[config.mk]
export PLATFORM = sky130hd
export DESIGN_NAME = cla_serial_add_ctrl_flat
export DESIGN_NICKNAME = d
export VERILOG_FILES = /design/src/rtl/cla_serial_add_ctrl_pkg.sv /design/src/rtl/cla_serial_add_ctrl_if.sv /design/src/rtl/cla_serial_add_ctrl_bit_4_augment.sv /design/src/rtl/cla_serial_add_ctrl.sv /design/src/flat_wrapper.sv
export SDC_FILE = /design/constraint.sdc
export NUM_CORES = 1
export LEC_CHECK = 0
export CORE_ASPECT_RATIO = 0.8
export CORE_MARGIN = 5
export CORE_UTILIZATION = 45
export DETAILED_ROUTE_END_ITERATION = 10
export GPL_TIMING_DRIVEN = 0
export PLACE_DENSITY = 0.81
export SLEW_MARGIN = 10
export SYNTH_ARGS = -nofsm -noshare
export SYNTH_HDL_FRONTEND = slang
export SYNTH_HIERARCHICAL = 1
export SYNTH_SLANG_ARGS = --single-unit
[constraint.sdc]
create_clock -name clk -period 2.8 [get_ports clk]
set_clock_uncertainty 0.2 [all_clocks]
set_input_delay 0.56 -clock clk [delete_from_list [all_inputs] [get_ports clk]]
set_output_delay 0.56 -clock clk [all_outputs]
set_load 0.05 [all_outputs]
[src/rtl/cla_serial_add_ctrl_pkg.sv]
// Shared types and constants for the nibble-serial carry-lookahead adder controller.
package cla_pkg;

    localparam int NIBBLE_W = 4;

    typedef enum logic [1:0] {
        IDLE = 2'd0,
        RUN  = 2'd1,
        DONE = 2'd2
    } state_t;

endpackage

[src/rtl/cla_serial_add_ctrl_if.sv]
// Operand/result handshake bundle for cla_serial_add_ctrl.
interface cla_serial_add_ctrl_if #(
    parameter int WIDTH = 16
);
    logic             in_valid;
    logic             in_ready;
    logic [WIDTH-1:0] a;
    logic [WIDTH-1:0] b;
    logic             sub;
    logic             out_valid;
    logic             out_ready;
    logic [WIDTH-1:0] sum;
    logic             cout;
    logic             ovf;
    logic             grp_p;

    modport master (
        output in_valid, a, b, sub, out_ready,
        input  in_ready, out_valid, sum, cout, ovf, grp_p
    );

    modport slave (
        input  in_valid, a, b, sub, out_ready,
        output in_ready, out_valid, sum, cout, ovf, grp_p
    );
endinterface

[src/rtl/cla_serial_add_ctrl_bit_4_augment.sv]
// 4-bit carry-lookahead slice: nibble sum plus group propagate/generate for chaining.
module bit_4_augment (
    input  logic [3:0] a,
    input  logic [3:0] b,
    input  logic       cin,
    output logic [3:0] sum,
    output logic       p,
    output logic       g
);
    logic [3:0] pb;
    logic [3:0] gb;
    logic [3:0] c;

    generate
        for (genvar gi = 0; gi < 4; gi++) begin : g_bit
            assign pb[gi]  = a[gi] ^ b[gi];
            assign gb[gi]  = a[gi] & b[gi];
            assign sum[gi] = pb[gi] ^ c[gi];
        end
    endgenerate

    // Flat lookahead carries; no ripple through the slice.
    assign c[0] = cin;
    assign c[1] = gb[0] | (pb[0] & cin);
    assign c[2] = gb[1] | (pb[1] & gb[0]) | (pb[1] & pb[0] & cin);
    assign c[3] = gb[2] | (pb[2] & gb[1]) | (pb[2] & pb[1] & gb[0])
                | (pb[2] & pb[1] & pb[0] & cin);

    assign p = &pb;
    assign g = gb[3] | (pb[3] & gb[2]) | (pb[3] & pb[2] & gb[1])
             | (pb[3] & pb[2] & pb[1] & gb[0]);
endmodule

[src/rtl/cla_serial_add_ctrl.sv]
// WIDTH-bit add/subtract by walking one 4-bit lookahead slice over the operands, LSB nibble first.
module cla_serial_add_ctrl
    import cla_pkg::*;
#(
    parameter int WIDTH = 16
) (
    input  logic                  clk,
    input  logic                  rst_n,
    cla_serial_add_ctrl_if.slave  bus
);
    localparam int NIB   = WIDTH / NIBBLE_W;
    localparam int IDX_W = (NIB > 1) ? $clog2(NIB) : 1;
    localparam logic [IDX_W-1:0] LAST_IDX = IDX_W'(NIB - 1);

    state_t                state_reg;
    logic [IDX_W-1:0]      idx_reg;
    logic [WIDTH-1:0]      a_reg;
    logic [WIDTH-1:0]      b_reg;
    logic [WIDTH-1:0]      sum_reg;
    logic                  carry_reg;
    logic                  p_acc_reg;
    logic                  cout_reg;
    logic                  ovf_reg;
    logic                  grp_p_reg;
    logic                  out_valid_reg;

    logic [NIBBLE_W-1:0]   slice_a;
    logic [NIBBLE_W-1:0]   slice_b;
    logic [NIBBLE_W-1:0]   slice_sum;
    logic                  slice_p;
    logic                  slice_g;
    logic                  carry_next;
    logic                  p_acc_next;

    assign slice_a = a_reg[idx_reg*NIBBLE_W +: NIBBLE_W];
    assign slice_b = b_reg[idx_reg*NIBBLE_W +: NIBBLE_W];

    bit_4_augment u_slice (
        .a   (slice_a),
        .b   (slice_b),
        .cin (carry_reg),
        .sum (slice_sum),
        .p   (slice_p),
        .g   (slice_g)
    );

    assign carry_next = slice_g | (slice_p & carry_reg);
    assign p_acc_next = p_acc_reg & slice_p;

    always_ff @(posedge clk or negedge rst_n) begin
        if (!rst_n) begin
            state_reg     <= IDLE;
            idx_reg       <= '0;
            a_reg         <= '0;
            b_reg         <= '0;
            sum_reg       <= '0;
            carry_reg     <= 1'b0;
            p_acc_reg     <= 1'b0;
            cout_reg      <= 1'b0;
            ovf_reg       <= 1'b0;
            grp_p_reg     <= 1'b0;
            out_valid_reg <= 1'b0;
        end else begin
            case (state_reg)
                IDLE: begin
                    if (bus.in_valid) begin
                        // Subtract as A + ~B + 1: the +1 enters as the first carry-in.
                        a_reg     <= bus.a;
                        b_reg     <= bus.sub ? ~bus.b : bus.b;
                        carry_reg <= bus.sub;
                        idx_reg   <= '0;
                        p_acc_reg <= 1'b1;
                        state_reg <= RUN;
                    end
                end
                RUN: begin
                    sum_reg[idx_reg*NIBBLE_W +: NIBBLE_W] <= slice_sum;
                    carry_reg <= carry_next;
                    p_acc_reg <= p_acc_next;
                    if (idx_reg == LAST_IDX) begin
                        cout_reg      <= carry_next;
                        grp_p_reg     <= p_acc_next;
                        ovf_reg       <= (a_reg[WIDTH-1] == b_reg[WIDTH-1])
                                       & (slice_sum[NIBBLE_W-1] != a_reg[WIDTH-1]);
                        out_valid_reg <= 1'b1;
                        state_reg     <= DONE;
                    end else begin
                        idx_reg <= idx_reg + 1'b1;
                    end
                end
                DONE: begin
                    if (bus.out_ready) begin
                        out_valid_reg <= 1'b0;
                        state_reg     <= IDLE;
                    end
                end
                default: state_reg <= IDLE;
            endcase
        end
    end

    assign bus.in_ready  = (state_reg == IDLE);
    assign bus.out_valid = out_valid_reg;
    assign bus.sum       = sum_reg;
    assign bus.cout      = cout_reg;
    assign bus.ovf       = ovf_reg;
    assign bus.grp_p     = grp_p_reg;
endmodule

[src/flat_wrapper.sv]
// flat-port wrapper written by rule: the top's interface ports become plain ports
module cla_serial_add_ctrl_flat import cla_pkg::*;
#(
    parameter int WIDTH = 16
)
  (clk, rst_n, bus_in_valid, bus_a, bus_b, bus_sub, bus_out_ready, bus_in_ready, bus_out_valid, bus_sum, bus_cout, bus_ovf, bus_grp_p);
  cla_serial_add_ctrl_if #(.WIDTH(WIDTH)) bus_i ();
  input  logic clk;
  input  logic rst_n;
  input wire logic [$bits(bus_i.in_valid)-1:0] bus_in_valid;
  input wire logic [$bits(bus_i.a)-1:0] bus_a;
  input wire logic [$bits(bus_i.b)-1:0] bus_b;
  input wire logic [$bits(bus_i.sub)-1:0] bus_sub;
  input wire logic [$bits(bus_i.out_ready)-1:0] bus_out_ready;
  output wire logic [$bits(bus_i.in_ready)-1:0] bus_in_ready;
  output wire logic [$bits(bus_i.out_valid)-1:0] bus_out_valid;
  output wire logic [$bits(bus_i.sum)-1:0] bus_sum;
  output wire logic [$bits(bus_i.cout)-1:0] bus_cout;
  output wire logic [$bits(bus_i.ovf)-1:0] bus_ovf;
  output wire logic [$bits(bus_i.grp_p)-1:0] bus_grp_p;
  assign bus_i.in_valid = bus_in_valid;
  assign bus_i.a = bus_a;
  assign bus_i.b = bus_b;
  assign bus_i.sub = bus_sub;
  assign bus_i.out_ready = bus_out_ready;
  assign bus_in_ready = bus_i.in_ready;
  assign bus_out_valid = bus_i.out_valid;
  assign bus_sum = bus_i.sum;
  assign bus_cout = bus_i.cout;
  assign bus_ovf = bus_i.ovf;
  assign bus_grp_p = bus_i.grp_p;
  cla_serial_add_ctrl #(.WIDTH(WIDTH)) u_core (.clk(clk), .rst_n(rst_n), .bus(bus_i));
endmodule
==> results.toml <==
# flow metrics
[drt]
viasPerCell = 5.13
vias = 2042
postRouteAntennaNets = 0

[global_route]
grt_use_met1_pct = 20.4
grt_pass1_vias = 2188
grt_util_met2_pct = 28.4

[cells_and_area]
final_common_cell = "dfrtp_1"
final_core_util_pct = 60.3
syn_to_final_growth_pct = 32.3
nets = 358
non_clock_inverter_count = 9

[clocking]
cts.sinks = 58
root_buffer = "clkbuf_8"
cts.clk_slew.worst_paths_ns = 0.06

[sta]
max_slew_margin_pct = 62.2
setup_ws_ns = 0.123
fin_crit_sh_pct = 95.6

[synthesis]
ys_cells = 240
ys_sh_simple_pct = 11.5

[worst_setup_path]
cp_num_cells = 9
slowest_delay_ns = 0.52
cp.required_ns = 2.80
reg2reg_setup_slack_ns = 0.12
worst_r2r_endpoint = "u_core/bus.ovf"

[floorplanning]
tap_cells = 84
core_area_mm2 = 0.00631

[placement]
post-place-ws_ns = -0.476

[flow_run]
cap_violations = 0

[outcome]
status = "finished, final reports clean"
==> synth_stat cells (all sizes together) <==
cell type  count
a32oi          1
a22o           9
ha             9
buf           11
nand3b         4
o22a           1
and4           1
a21o           2
nand2b         1
nor4b          3
a21oi         21
o21ai         15
nand2         21
nor2          20
nand3          2
and4bb         1
dfrtp         58
xnor2         18
nor3b          2
xor2           1
mux4           8
and3b          1
inv            9
fa             1
nand4          1
o31ai          1
clkbuf         1
mux2          17
### Cell classes on the final placement

Drawn at 3 px/µm.
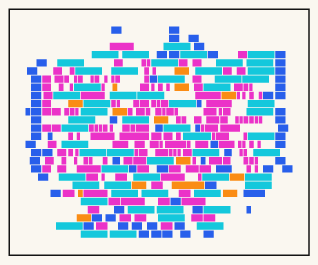
orange -> clock drivers and dummy loads  # cells 14
magenta -> remaining logic cells  # cells 170
blue -> remaining buffers and delay cells  # cells 72
cyan -> registers  # cells 58

### Clock nets

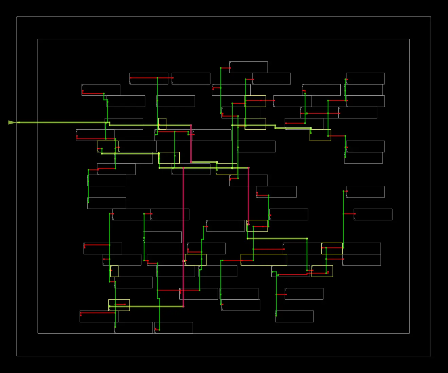
Num CTS Buffers: 9
clock buffers: 11

